wires.png
Drawn at 4 px/um. Only two layers are drawn.
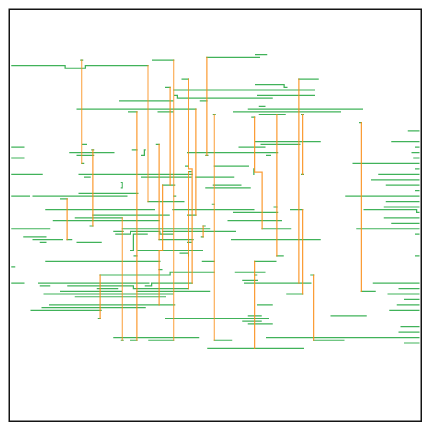
congestion.png
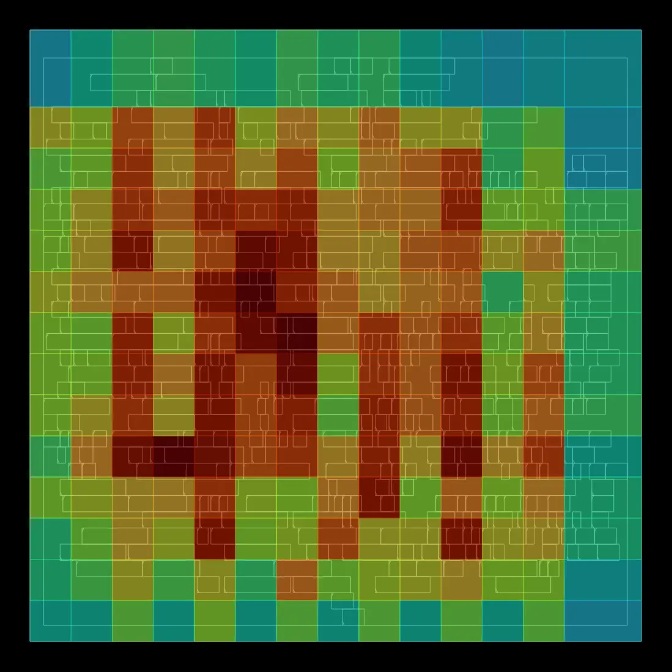
### config.mk
export PLATFORM = sky130hd
export DESIGN_NAME = pilha_parametrizada_flat
export DESIGN_NICKNAME = d
export VERILOG_FILES = /design/src/rtl/pilha_parametrizada_if.sv /design/src/rtl/pilha_parametrizada.sv /design/src/flat_wrapper.sv
export SDC_FILE = /design/constraint.sdc
export NUM_CORES = 1
export LEC_CHECK = 0
export ABC_AREA = 0
export CORE_MARGIN = 2
export CORE_UTILIZATION = 50
export CTS_BUF_LIST = sky130_fd_sc_hd__clkbuf_16
export DETAILED_ROUTE_END_ITERATION = 8
export GPL_TIMING_DRIVEN = 1
export PLACE_DENSITY = 0.71
export RECOVER_POWER = 50
export REMOVE_ABC_BUFFERS = 1
export SLEW_MARGIN = 5
export SYNTH_ARGS = -nofsm -noshare
export SYNTH_HDL_FRONTEND = slang
export SYNTH_SLANG_ARGS = --single-unit
### constraint.sdc
create_clock -name clock -period 5.55 [get_ports clock]
set_input_delay 1.11 -clock clock [delete_from_list [all_inputs] [get_ports clock]]
set_output_delay 1.11 -clock clock [all_outputs]
set_load 0.05 [all_outputs]
### src/rtl/pilha_parametrizada_if.sv
// rtl/pilha_parametrizada_if.sv - operation/data bundle between UC/ULA and the operand stack
interface pilha_parametrizada_if #(
  parameter int DATA_W = 8,
  parameter int DEPTH  = 8
);
  localparam int PTR_W = $clog2(DEPTH) + 1;

  logic [2:0]        op;
  logic [DATA_W-1:0] din_UC;
  logic [DATA_W-1:0] din_ULA;
  logic [DATA_W-1:0] dout;
  logic [DATA_W-1:0] dout2;
  logic [PTR_W-1:0]  indice;
  logic              vazia;
  logic              cheia;
  logic              erro;

  modport master (
    output op, din_UC, din_ULA,
    input  dout, dout2, indice, vazia, cheia, erro
  );

  modport slave (
    input  op, din_UC, din_ULA,
    output dout, dout2, indice, vazia, cheia, erro
  );
endinterface

### src/rtl/pilha_parametrizada.sv
// rtl/pilha_parametrizada.sv - parametrised LIFO operand stack with ALU writeback, DUP, SWAP and CLEAR
module pilha_parametrizada #(
  parameter int DATA_W = 8,
  parameter int DEPTH  = 8
) (
  input  logic                  clock,
  input  logic                  reset,
  pilha_parametrizada_if.slave  bus
);
  localparam int PTR_W = $clog2(DEPTH) + 1;
  localparam int AW    = $clog2(DEPTH);

  localparam logic [2:0] OP_NOP      = 3'b000;
  localparam logic [2:0] OP_PUSH_UC  = 3'b001;
  localparam logic [2:0] OP_PUSH_ULA = 3'b010;
  localparam logic [2:0] OP_POP      = 3'b011;
  localparam logic [2:0] OP_POP2     = 3'b100;
  localparam logic [2:0] OP_DUP      = 3'b101;
  localparam logic [2:0] OP_SWAP     = 3'b110;
  localparam logic [2:0] OP_CLEAR    = 3'b111;

  logic [DATA_W-1:0] mem [DEPTH];
  logic [PTR_W-1:0]  indice_q;
  logic              erro_q;

  logic [AW-1:0]     top_a;
  logic [AW-1:0]     sec_a;
  logic [AW-1:0]     push_a;
  logic              vazia_w;
  logic              cheia_w;
  logic              ge2;

  logic              legal;
  logic              clr;
  logic              wr_en;
  logic              do_swap;
  logic [AW-1:0]     wr_addr;
  logic [DATA_W-1:0] wr_data;
  logic [PTR_W-1:0]  indice_nxt;

  // Pointer arithmetic is only used for addressing when the op is legal,
  // so truncation/underflow of the address copies is harmless.
  assign top_a   = AW'(indice_q - PTR_W'(1));
  assign sec_a   = AW'(indice_q - PTR_W'(2));
  assign push_a  = AW'(indice_q);
  assign vazia_w = (indice_q == '0);
  assign cheia_w = (indice_q == PTR_W'(DEPTH));
  assign ge2     = (indice_q >= PTR_W'(2));

  always_comb begin
    legal      = 1'b1;
    clr        = 1'b0;
    wr_en      = 1'b0;
    do_swap    = 1'b0;
    wr_addr    = push_a;
    wr_data    = bus.din_UC;
    indice_nxt = indice_q;
    case (bus.op)
      OP_NOP: ;
      OP_PUSH_UC: begin
        if (!cheia_w) begin
          wr_en      = 1'b1;
          indice_nxt = indice_q + PTR_W'(1);
        end else legal = 1'b0;
      end
      OP_PUSH_ULA: begin
        wr_data = bus.din_ULA;
        if (!cheia_w) begin
          wr_en      = 1'b1;
          indice_nxt = indice_q + PTR_W'(1);
        end else legal = 1'b0;
      end
      OP_POP: begin
        if (!vazia_w) indice_nxt = indice_q - PTR_W'(1);
        else legal = 1'b0;
      end
      OP_POP2: begin
        wr_addr = sec_a;
        wr_data = bus.din_ULA;
        if (ge2) begin
          wr_en      = 1'b1;
          indice_nxt = indice_q - PTR_W'(1);
        end else legal = 1'b0;
      end
      OP_DUP: begin
        wr_data = mem[top_a];
        if (!vazia_w && !cheia_w) begin
          wr_en      = 1'b1;
          indice_nxt = indice_q + PTR_W'(1);
        end else legal = 1'b0;
      end
      OP_SWAP: begin
        if (ge2) do_swap = 1'b1;
        else legal = 1'b0;
      end
      OP_CLEAR: begin
        clr        = 1'b1;
        indice_nxt = '0;
      end
      default: ;
    endcase
  end

  // Storage is deliberately not reset; an op sampled while reset is high is dropped.
  always_ff @(posedge clock) begin
    if (!reset) begin
      if (do_swap) begin
        mem[top_a] <= mem[sec_a];
        mem[sec_a] <= mem[top_a];
      end else if (wr_en) begin
        mem[wr_addr] <= wr_data;
      end
    end
  end

  always_ff @(posedge clock or posedge reset) begin
    if (reset) begin
      indice_q <= '0;
      erro_q   <= 1'b0;
    end else begin
      indice_q <= indice_nxt;
      if (clr)         erro_q <= 1'b0;
      else if (!legal) erro_q <= 1'b1;
    end
  end

  assign bus.dout   = vazia_w ? '0 : mem[top_a];
  assign bus.dout2  = ge2 ? mem[sec_a] : '0;
  assign bus.indice = indice_q;
  assign bus.vazia  = vazia_w;
  assign bus.cheia  = cheia_w;
  assign bus.erro   = erro_q;
endmodule

### src/flat_wrapper.sv
// flat-port wrapper written by rule: the top's interface ports become plain ports
module pilha_parametrizada_flat 
#(
  parameter int DATA_W = 8,
  parameter int DEPTH  = 8
)
  (clock, reset, bus_op, bus_din_UC, bus_din_ULA, bus_dout, bus_dout2, bus_indice, bus_vazia, bus_cheia, bus_erro);
  pilha_parametrizada_if #(.DATA_W(DATA_W), .DEPTH(DEPTH)) bus_i ();
  input  logic clock;
  input  logic reset;
  input wire logic [$bits(bus_i.op)-1:0] bus_op;
  input wire logic [$bits(bus_i.din_UC)-1:0] bus_din_UC;
  input wire logic [$bits(bus_i.din_ULA)-1:0] bus_din_ULA;
  output wire logic [$bits(bus_i.dout)-1:0] bus_dout;
  output wire logic [$bits(bus_i.dout2)-1:0] bus_dout2;
  output wire logic [$bits(bus_i.indice)-1:0] bus_indice;
  output wire logic [$bits(bus_i.vazia)-1:0] bus_vazia;
  output wire logic [$bits(bus_i.cheia)-1:0] bus_cheia;
  output wire logic [$bits(bus_i.erro)-1:0] bus_erro;
  assign bus_i.op = bus_op;
  assign bus_i.din_UC = bus_din_UC;
  assign bus_i.din_ULA = bus_din_ULA;
  assign bus_dout = bus_i.dout;
  assign bus_dout2 = bus_i.dout2;
  assign bus_indice = bus_i.indice;
  assign bus_vazia = bus_i.vazia;
  assign bus_cheia = bus_i.cheia;
  assign bus_erro = bus_i.erro;
  pilha_parametrizada #(.DATA_W(DATA_W), .DEPTH(DEPTH)) u_core (.clock(clock), .reset(reset), .bus(bus_i));
endmodule
==> results_dict.tcl <==
# collected from the flow reports
set metrics [dict create \
    reg2reg_from "u_core.bus.indice[1]" \
    topCombFamilyByArea "multiplexers" \
    lay_top_count "edfxtp_1" \
    hold_path_startpoint "u_core.bus.erro" \
    cp_slowest_cell "clkbuf_1" \
    status "complete, no violations" \
    comb_share_pct 45.0 \
    syn_inst 415 \
    detailedPlacementHpwl_mm 9.67 \
    n_all_buffers 67 \
    criticalPathCategory "in -> reg" \
    latest_clock_arrival_within_the_worst_skew_pair_ps 330 \
    cts_inserted_buffers 9 \
    worst_r2r_path_depth 10 \
    antenna-diode-count 0 \
    final.clkbuf_count 9 \
    gr_peak_layer "met2" \
    detail_route_met3_wl_mm 1.48 \
    core_region_area_mm2 0.00933 \
    htreeDepth 3 \
    layout.area.top_class "multi-input combinational cells" \
    synth-edff-count 64 \
    multi_input_combinational_cell_count 304 \
    worst_r2r_end "u_core.mem[3][0]" \
    post_synth_fa_ha_maj_area_fraction_pct 2.06 \
]
Notes on wires.png above:
legend:
  orange:
    layer: metal 4
    wire_length: 761 um
  green:
    layer: metal 3
    wire_length: 1480 um

Notes on congestion.png above:
met2 GRT Util: 47.6%
met1 Track Usage GR: 37.4%
global routing met3 resource utilization: 7.59%
drt wl/cell: 25.3 um
all-layer global routing usage: 29.9%

-- metrics by stage --
stage / std cells / setup WS, ps / hold slack, ps
finish: 592 / 612 / 567
global route: 592 / 297 / 616
CTS: 592 / 694 / 565
detailed placement: 577 / 1100 / 549
global placement: 577 / 1200 / 543
floorplan: 381 / 28.4 / 791
-- sequential cells by signal, summed over array words and instances (netlist names) --
name	flops
u_core.bus.erro	1
u_core.bus.indice	4
u_core.mem	64
-- cells by family (layout without fill, tap and decap cells) --
logic type | count (synthesis) | in the layout
xor gates and xnor gates | 4 | 4
adders and majority gates | 8 | 8
muxes | 56 | 56
buffers and inverters | 42 | 90
and+or+nand+nor | 103 | 103
DFF | 69 | 69
AOI/OAI and AO/OA | 133 | 133
-- critical path: cells and delay by family --
kind	cells	cell delay [ps]
compound gates	2	890
buf+inv	3	2270
simple gates	3	610
